$ cat src/rtl/mem_arbiter_2x.sv
// Two-requester round-robin arbiter in front of a single-port 64x32 data memory.
// Each access takes one IDLE arbitration cycle and one ACC cycle that drives the memory.
module mem_arbiter_2x #(
  parameter int ADDR_W = 6,
  parameter int DATA_W = 32
) (
  input  logic              clk,
  input  logic              rst,
  input  logic              req0,
  input  logic              req1,
  input  logic              we0,
  input  logic              we1,
  input  logic [ADDR_W-1:0] addr0,
  input  logic [ADDR_W-1:0] addr1,
  input  logic [DATA_W-1:0] wdata0,
  input  logic [DATA_W-1:0] wdata1,
  output logic              gnt0,
  output logic              gnt1,
  output logic [DATA_W-1:0] rdata0,
  output logic [DATA_W-1:0] rdata1,
  output logic              rvalid0,
  output logic              rvalid1,
  output logic [ADDR_W-1:0] mem_addr,
  output logic [DATA_W-1:0] mem_wd,
  output logic              mem_memwrite,
  output logic              mem_memread,
  input  logic [DATA_W-1:0] mem_rd
);

  typedef enum logic {IDLE = 1'b0, ACC = 1'b1} state_t;

  state_t              r_state;
  state_t              w_stateNext;
  logic                r_win;
  logic                r_last;
  logic                r_we;
  logic [ADDR_W-1:0]   r_addr;
  logic [DATA_W-1:0]   r_wdata;
  logic [DATA_W-1:0]   r_rdata0;
  logic [DATA_W-1:0]   r_rdata1;
  logic                r_rvalid0;
  logic                r_rvalid1;
  logic                w_winner;
  logic                w_anyReq;

  // On a tie the requester that was not served last wins.
  always_comb begin
    w_anyReq = req0 | req1;
    w_winner = 1'b0;
    if (req0 && req1) begin
      w_winner = ~r_last;
    end else if (req1) begin
      w_winner = 1'b1;
    end
    w_stateNext = r_state;
    case (r_state)
      IDLE:    if (w_anyReq) w_stateNext = ACC;
      ACC:     w_stateNext = IDLE;
      default: w_stateNext = IDLE;
    endcase
  end

  always_comb begin
    gnt0         = 1'b0;
    gnt1         = 1'b0;
    mem_memwrite = 1'b0;
    mem_memread  = 1'b0;
    if (r_state == ACC) begin
      gnt0         = ~r_win;
      gnt1         = r_win;
      mem_memwrite = r_we;
      mem_memread  = ~r_we;
    end
  end

  // mem_addr/mem_wd always reflect the latched command so they hold between accesses.
  assign mem_addr = r_addr;
  assign mem_wd   = r_wdata;
  assign rdata0   = r_rdata0;
  assign rdata1   = r_rdata1;
  assign rvalid0  = r_rvalid0;
  assign rvalid1  = r_rvalid1;

  always_ff @(posedge clk) begin
    if (rst) begin
      r_state   <= IDLE;
      r_last    <= 1'b1;
      r_win     <= 1'b0;
      r_we      <= 1'b0;
      r_addr    <= '0;
      r_wdata   <= '0;
      r_rdata0  <= '0;
      r_rdata1  <= '0;
      r_rvalid0 <= 1'b0;
      r_rvalid1 <= 1'b0;
    end else begin
      r_state   <= w_stateNext;
      r_rvalid0 <= 1'b0;
      r_rvalid1 <= 1'b0;
      if (r_state == IDLE && w_anyReq) begin
        r_win   <= w_winner;
        r_we    <= w_winner ? we1 : we0;
        r_addr  <= w_winner ? addr1 : addr0;
        r_wdata <= w_winner ? wdata1 : wdata0;
      end
      if (r_state == ACC) begin
        r_last <= r_win;
        if (!r_we) begin
          if (r_win) begin
            r_rdata1  <= mem_rd;
            r_rvalid1 <= 1'b1;
          end else begin
            r_rdata0  <= mem_rd;
            r_rvalid0 <= 1'b1;
          end
        end
      end
    end
  end

endmodule

$ cat config.mk
export PLATFORM = sky130hd
export DESIGN_NAME = mem_arbiter_2x
export DESIGN_NICKNAME = d
export VERILOG_FILES = /design/src/rtl/mem_arbiter_2x.sv
export SDC_FILE = /design/constraint.sdc
export NUM_CORES = 1
export LEC_CHECK = 0
export CAP_MARGIN = 40
export CORE_ASPECT_RATIO = 1.25
export CORE_UTILIZATION = 31
export CTS_CLUSTER_SIZE = 20
export DETAILED_ROUTE_END_ITERATION = 16
export GPL_TIMING_DRIVEN = 0
export PLACE_DENSITY = 0.65
export SKIP_LAST_GASP = 1
export SLEW_MARGIN = 40
export SYNTH_ARGS = -nofsm -noshare
export SYNTH_HDL_FRONTEND = slang
export SYNTH_SLANG_ARGS = --single-unit
$ cat constraint.sdc
create_clock -name clk -period 1.9 [get_ports clk]
set_input_delay 0.38 -clock clk [delete_from_list [all_inputs] [get_ports clk]]
set_output_delay 0.38 -clock clk [all_outputs]
set_load 0.02 [all_outputs]
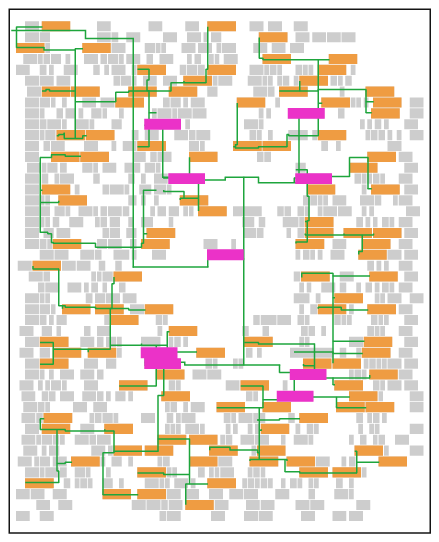
Fig. 1. Clock distribution (run 1).
Drawn at 4 px/um.
flip-flops: drawn in orange, count 108. clock drivers: drawn in magenta, count 9. clock wires: drawn in green, length 1280 um.
There are 10 routed clock nets. Position of the flops: all over the die.
clk_lat worst skew: 0.34 ns
Clock group: 0.00189 W
Clock power frac: 34.0%
Setup Skew: 0.00728 ns

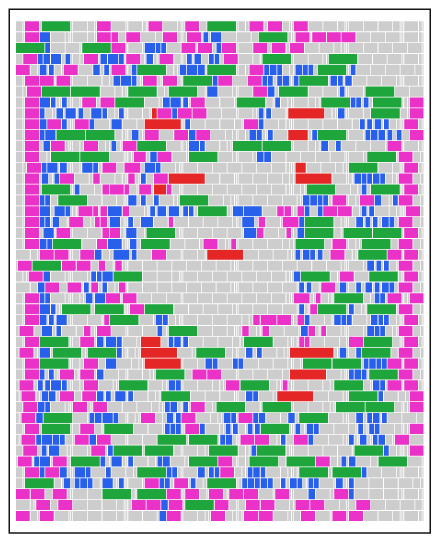
Fig. 2. Cell classes on the final placement (run 1).
Drawn at 4 px/um. Fill, decap, tap and diode cells in gray.
clock drivers and dummy loads: drawn in red, cells 15. combinational and other logic: drawn in blue, cells 367. remaining buffers and delay cells: drawn in magenta, cells 262. sequential cells: drawn in green, cells 108.

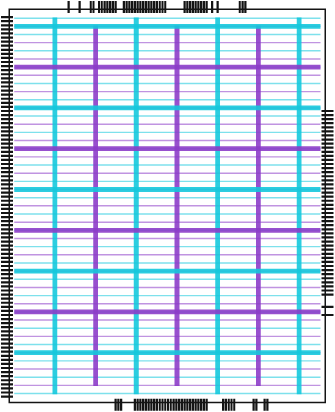
Fig. 3. Floorplan with the power grid (run 1).
Drawn at 3 px/um. Pins as bars on the die edge.
VDD: drawn in purple. VSS: drawn in cyan.
47 met1 rails follow the rows. The core has 46 rows.

==> metrics.yaml, run 1 <==
syn_area_um2: 4100
peakVddDrop_v: 0.000651
worstSetupEndpointType: "primary output"
synth_cell_types: 21
p_per_area_nw_per_um2: 819
p_leak_nw: 2.53
nets: 862
drtPass1Iterations: 4
total_power_w: 0.00558
cp_cell_sequence: "inv_1, nor2_1, clkdlybuf4s15_1"
slew_headroom_pct: 60.8
path_max_fanout: 9
design_area_um2: 6810
row_count: 46
yosysWarnings: 0
final_antenna_net_count: 0
worstPathArrival_ns: 1.44
cts_buffer_depth: 2
setup_viol_count_final: 0
grtUsageTotal_pct: 19.7
required_ns: 1.52
cts_tree: "yes"
clock-root-buffer: "clkbuf_16"
core_area_um2: 12800
antenna_found_initial: 0
async_reset_ff_share_pct: 0
ff_type: "dfxtp_1"
status: "complete, no violations"
ys_seq_share_pct: 52.7
critPathSlowestCell: "dfxtp_1"
die_h_um: 131
viasPerCell: 4.75
wl_per_cell_um: 14.8
chipArea_um2: 13700
clk_pin_slew_ns: 0.07
synthesis.nets: 631
numCtsBuffers: 9
synthToLayoutAreaGrowth_pct: 66.1
post_cts_buffers: 0
drc_errors: 0
crit_path_max_incr_delay_ns: 0.47
die_w_um: 105
grt_max_degree: 17
top_area_share_pct: 52.7
warnings: 26
ys.flops: 108
synth_cells: 517
grt_pass1_vias: 4311
drt_iter0_drc: 99
yosys_cells: 517
synth_top_cell_by_area: "dfxtp_1"
maxSlewViolCount: 0
vias: 4373
edf_count: 0
yosys_area_um2: 4100
portBuffers: 220
routed_wl_um: 13600
drv_cap: 0
hold-worst-slack_ns: 0.456
gp_congestion: 0.764
synth_top_cell_by_count: "nand2_1"
fp_util_pct: 32.1
common_cells: "nand2_1 (167), dfxtp_1 (108), a21oi_1 (103)"
yosys-top-cells-area: "dfxtp_1 (53%), nand2_1 (15%), a21oi_1 (13%)"
finalClockPeriodUsage_pct: 95.9
ff2ff_setup_slack_ns: 0.43
hp-class: "register to register"
fmax_ghz: 0.549
io_pins: 222
dpl.hpwl_um: 10700
htree_levels: 3
startpoint_type: "register"
worst-slew-pin-transition_ns: 0.589
drive_gt1_share_pct: 6.38
dpl_cell_area_um2: 6510
cts.sinks: 108
rsz0062_at_grt: "no"
avgSynthCellArea_um2: 7.93
grt_pass1_wl_um: 21100
fin_crit_ns: 1.82
tns_ns: 0
grt_overflow_total: 0
path_class: "register to primary output"
hold_violations: 0
==> run 1: through the flow <==
stage / instances / util (%) / setup slack, ns
after floorplan: 517 / - / 0.624
after CTS: 920 / 53.3 / 0.0178
after global placement: 905 / 51.0 / 0.0296
after global routing: 920 / 53.3 / 0.00295
final: 921 / 53.3 / 0.0771
after detailed placement: 905 / 51.0 / -0.0543
==> run 1: path summary, 6_finish.rpt <==
kind              depth (start not counted)        from         end
hold / removal                            2  rdata1[28]  rdata1[28]
setup / recovery                          3     r_state        gnt0
setup reg to reg                          4     r_state   rdata0[2]
hold reg to reg                           2  rdata1[28]  rdata1[28]
==> run 1: placed cells by master, fill, tap and decap left out, drive strengths merged <==
master / count
diode: 1
a21oi: 103
bufinv: 1
nand3b: 1
and2: 2
o21bai: 1
and3b: 1
clkbuf: 26
a21boi: 1
o21ba: 1
a22oi: 1
clkinvlp: 1
clkdlybuf4s15: 1
nand2: 167
buf: 29
dlygate4sd2: 2
dfxtp: 108
inv: 1
or3b: 1
clkdlybuf4s50: 216
nor3b: 1
nor2: 45
a21bo: 1
a211o: 1
clkinv: 1
a211oi: 39
==> run 1: critical path, delay by kind of cell (launching register included) <==
| family | cells | cell delay, ns |
|---|---|---|
| simple gates | 1 | 0.12 |
| flops | 1 | 0.47 |
| buf+inv | 2 | 0.52 |
==> run 1: final cells by class <==
class | instances | area, um^2
Buffer | 42 | 224
Fill cell | 1261 | 5970
Antenna cell | 1 | 2.50
Clock inverter | 3 | 46.3
Clock buffer | 12 | 256
Inverter | 1 | 3.75
Sequential cell | 108 | 2160
Multi-Input combinational cell | 366 | 1710
Tap cell | 168 | 210
Timing Repair Buffer | 220 | 2190
==> run 1: power by group <==
group	internal [W]	switching (W)	total, W
Clock	0.00109	0.000804	0.00189
Sequential	0.00241	0.0000810	0.00249
Combinational	0.000600	0.000595	0.00119
==> run 1: layer usage <==
layer,vias to the layer above,GRT usage (%),part of all wire [%]
li1,2176,-,-
met3,17,7.14,8.9
met5,-,0,0
met4,0,6.63,1.7
met2,172,35.8,50
met1,2008,21.4,40
==> run 1: repair_timing <==
action / CTS / global route
endpoints found under the setup margin: 4 / 2
pin swaps: 0 / 0
hold buffers: 0 / 0
gates resized: 4 / 3
==> run 1: kinds of logic (layout without fill, tap and decap cells) <==
kind of cell	Yosys count	after routing	synth area share [%]
AND/OR/NAND/NOR	218	218	20.6
AND-OR/OR-AND	148	148	21.1
flip-flops	108	108	52.7
buffers and inverters	43	278	5.56
other	0	1	0
==> run 1: sequential cells by signal, indices dropped and copies added, names as in the netlist <==
| name | flops |
|---|---|
| r_we | 1 |
| rvalid0 | 1 |
| r_state | 1 |
| r_win | 1 |
| rdata0 | 32 |
| r_last | 1 |
| mem_addr | 6 |
| rdata1 | 32 |
| rvalid1 | 1 |
| mem_wd | 32 |
Fig. 4: run 1, sequential cells colored by netlist name
Drawn at 4 px/um. Other sequential cells in the stronger gray, the rest of the logic in the fainter gray.
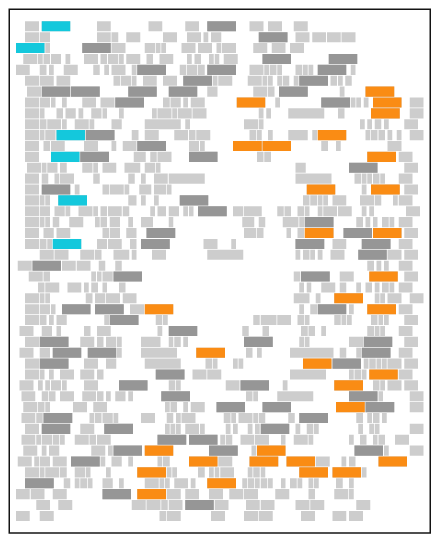

==> run 2, diff against run 1 <==
Settings changed: CAP_MARGIN 40 to 20, TNS_END_PERCENT set to 50.
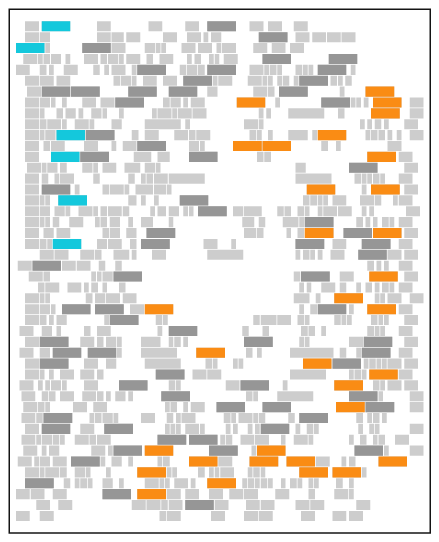
Fig. 5. Sequential cells colored by netlist name (run 2).
Drawn at 4 px/um. Other sequential cells in the stronger gray, the rest of the logic in the fainter gray.
mem_addr: drawn in cyan, placed flops 6. rdata0: drawn in orange, placed flops 32.

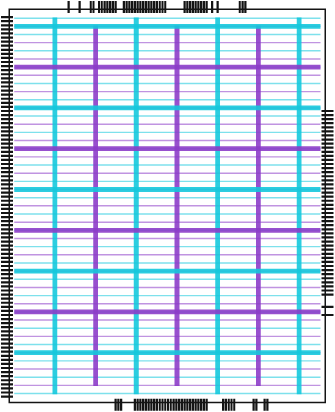
Fig. 6. Floorplan with the power grid (run 2).
Drawn at 3 px/um. Pins as bars on the die edge.
VSS: drawn in cyan. VDD: drawn in purple.
The core has 46 rows. 47 met1 rails follow the rows.
Die X: 105 um
Core Region: 12800 um^2
die height: 131 um
Worst VDD drop: 0.000651 V

==> run 2 against run 1 <==
  * Clock power is essentially flat
  * Power about the same
  * Count of clock-buffer cells in the layout stayed put
  * Non-clock buffer count is the same
  * Routed wire length about the same
  * Synthesized cell count stayed put
  * Synthesized area stayed put
  * Worst setup slack worse by 0.043 ns
  * Die size is the same
  * Critical endpoint is now mem_memread
==> metrics.yaml, run 2 <==
rsz0062_at_grt: "yes"  # was no
drtPass1Iterations: 4  # unchanged
min_delay_path_depth: 2  # unchanged
postCtsHoldBufs: 0  # unchanged
viasPerCell: 4.74  # was 4.75
grt_pass1_vias: 4311  # unchanged
lay_top_cells: "clkdlybuf4s50_1 (216), nand2_1 (167), dfxtp_1 (108), a21oi_1 (103), nor2_1 (45)"  # unchanged
drv_cap: 0  # unchanged
warnings: 28  # was 26
slew_headroom_pct: 60.2  # was 60.8%
cts_tree: "yes"  # unchanged
crit_buf_inv: 2  # unchanged
edf_count: 0  # unchanged
routed_wl_um: 13700  # was 13600 um
ys.flops: 108  # unchanged
nets: 862  # unchanged
drt_iter0_drc: 101  # was 99
synth_cell_types: 21  # unchanged
syn_area_um2: 4100  # unchanged
routed.top_layer: "met4"  # unchanged
yosys_cells: 517  # unchanged
p_leak_nw: 2.57  # was 2.53 nW
grt_pass1_wl_um: 21100  # unchanged
common_cells: "nand2_1 (167), dfxtp_1 (108), a21oi_1 (103)"  # unchanged
clock-root-buffer: "clkbuf_16"  # unchanged
portBuffers: 220  # unchanged
critPathTopFamily: "buffers and inverters"  # unchanged
crit_path_max_incr_delay_ns: 0.46  # was 0.47 ns
yosys-top-cells-area: "dfxtp_1 (53%), nand2_1 (15%), a21oi_1 (13%)"  # unchanged
hp-start: "rdata1[28]"  # unchanged
antenna_found_initial: 0  # unchanged
path_max_fanout: 9  # unchanged
total_power_w: 0.00558  # about the same
setup_viol_count_final: 0  # unchanged
path_class: "register to primary output"  # unchanged
finalClockPeriodUsage_pct: 98.2  # was 95.9%
status: "complete, no violations"  # unchanged
r2r-start: "r_state"  # unchanged
grt_max_degree: 17  # unchanged
final_antenna_net_count: 0  # unchanged
synthesis.nets: 631  # unchanged
design_area_um2: 6820  # was 6810 um^2
dpl.hpwl_um: 10700  # unchanged
synth_cells: 517  # unchanged
top_area_share_pct: 52.7  # unchanged
worstSetupEndpointType: "primary output"  # unchanged
post_cts_buffers: 0  # unchanged
ff_type: "dfxtp_1"  # unchanged
htree_levels: 3  # unchanged
required_ns: 1.52  # about the same
hold_end: "rdata1[28]"  # unchanged
wl_per_cell_um: 14.8  # about the same
grt_overflow_total: 0  # unchanged
vias: 4366  # was 4373
worstRegToRegCells: 4  # unchanged
logic_area_um2: 1710  # unchanged
r2r_end: "rdata0[2]"  # unchanged
dpl_cell_area_um2: 6510  # unchanged
drc_errors: 0  # unchanged
drive_gt1_share_pct: 6.25  # was 6.38%
hold_violations: 0  # unchanged
met1_length_um: 5450  # was 5420 um
startpoint_type: "register"  # unchanged
synthToLayoutAreaGrowth_pct: 66.4  # was 66.1%
seq_area_um2: 2160  # unchanged
clk_latency_ns: 0.34  # about the same
cts_resized: 2  # was 4
chipArea_um2: 13700  # unchanged
async_reset_ff_share_pct: 0  # unchanged
cp_cell_sequence: "inv_1, nor2_1, dlygate4sd2_1"  # was inv_1, nor2_1, clkdlybuf4s15_1
numCtsBuffers: 9  # unchanged
worst-slew-pin-transition_ns: 0.596  # was 0.589 ns
row_count: 46  # unchanged
skew_ns: 0.00853  # was 0.00728 ns
synth_top_cell_by_count: "nand2_1"  # unchanged
cts.sinks: 108  # unchanged
fmax_ghz: 0.536  # was 0.549 GHz
ff2ff_setup_slack_ns: 0.45  # was 0.43 ns
wl_met3_um: 1180  # was 1210 um
ys_seq_share_pct: 52.7  # unchanged
worstPathArrival_ns: 1.49  # was 1.44 ns
p_per_area_nw_per_um2: 818  # was 819 nW/um^2
cts_buffer_depth: 2  # unchanged
n_fill_cell: 1260  # was 1261
gp_congestion: 0.764  # unchanged
fp_util_pct: 32.1  # unchanged
hp-class: "register to register"  # unchanged
fin_crit_ns: 1.87  # was 1.82 ns
synth_top_cell_by_area: "dfxtp_1"  # unchanged
grtUsageTotal_pct: 19.7  # unchanged
maxSlewViolCount: 0  # unchanged
yosys_area_um2: 4100  # unchanged
wl_met2_um: 6800  # was 6780 um
clk_pin_slew_ns: 0.07  # about the same
yosysWarnings: 0  # unchanged
mostFrequentLayoutCell: "clkdlybuf4s50_1"  # unchanged
io_pins: 222  # unchanged
critPathSlowestCell: "dfxtp_1"  # unchanged
avgSynthCellArea_um2: 7.93  # unchanged
run 2: how the worst max path moves through the flow:
stage / startpoint / to / slack (ns) / depth (start not counted)
CTS: r_state / gnt1 / -0.15 / 2
detailed placement: req0 / mem_addr[5] / -0.05 / 5
floorplan: rst / rdata0[10] / 0.62 / 4
global placement: req0 / mem_wd[23] / 0.03 / 5
global route: r_state / mem_memread / -0.09 / 3
finish: r_state / mem_memread / 0.03 / 3
run 2: layout make-up:
type | count | area share (%)
repair buffers | 220 | 32.3
diodes | 1 | 0.0367
inverters | 1 | 0.0550
well taps | 168 | 3.08
flip-flops and latches | 108 | 31.7
clock inverters | 3 | 0.679
multi-input cells | 366 | 25.1
plain buffers | 42 | 3.28
clock buffers | 12 | 3.76
run 2: kinds of logic (layout without fill, tap and decap cells):
logic type | after synthesis | count (layout) | share of synthesized area (%)
AND/OR/NAND/NOR | 218 | 218 | 20.6
AND-OR/OR-AND | 148 | 148 | 21.1
flip-flops | 108 | 108 | 52.7
buffers and inverters | 43 | 278 | 5.56
other | 0 | 1 | 0
run 2: routing by layer:
layer / vias to the layer above / global-route usage (%)
li1: 2177 / -
met1: 2001 / 21.4
met2: 171 / 35.8
met3: 17 / 7.14
met4: 0 / 6.63
met5: - / 0
run 2: report_power, final:
part / switching (W) / internal (W) / total, W / leakage (nW)
registers: 0.0000813 / 0.00241 / 0.00249 / 0.885
logic: 0.000595 / 0.000601 / 0.00120 / 1.54
clock network: 0.000804 / 0.00109 / 0.00189 / 0.145
run 2: through the flow:
step | TNS, ns | util [%] | hold WS (ns) | setup WS (ns) | instances
global route | -0.105 | 53.3 | 0.467 | -0.0877 | 920
global placement | 0 | 51.0 | 0.441 | 0.0296 | 905
CTS | -0.259 | 53.3 | 0.456 | -0.146 | 920
finish | 0 | 53.4 | 0.456 | 0.0344 | 921
detailed placement | -0.316 | 51.0 | 0.447 | -0.0543 | 905
floorplan | 0 | - | 0.481 | 0.624 | 517
run 2: worst register-to-register path, stage by stage, from the launching register on:
cell and delay [ns]:
dfxtp_1 0.46, nor3b_2 0.39, buf_2 0.30, nand2_1 0.10, a21oi_1 0.14
Power is estimated from default activity; no workload was simulated.
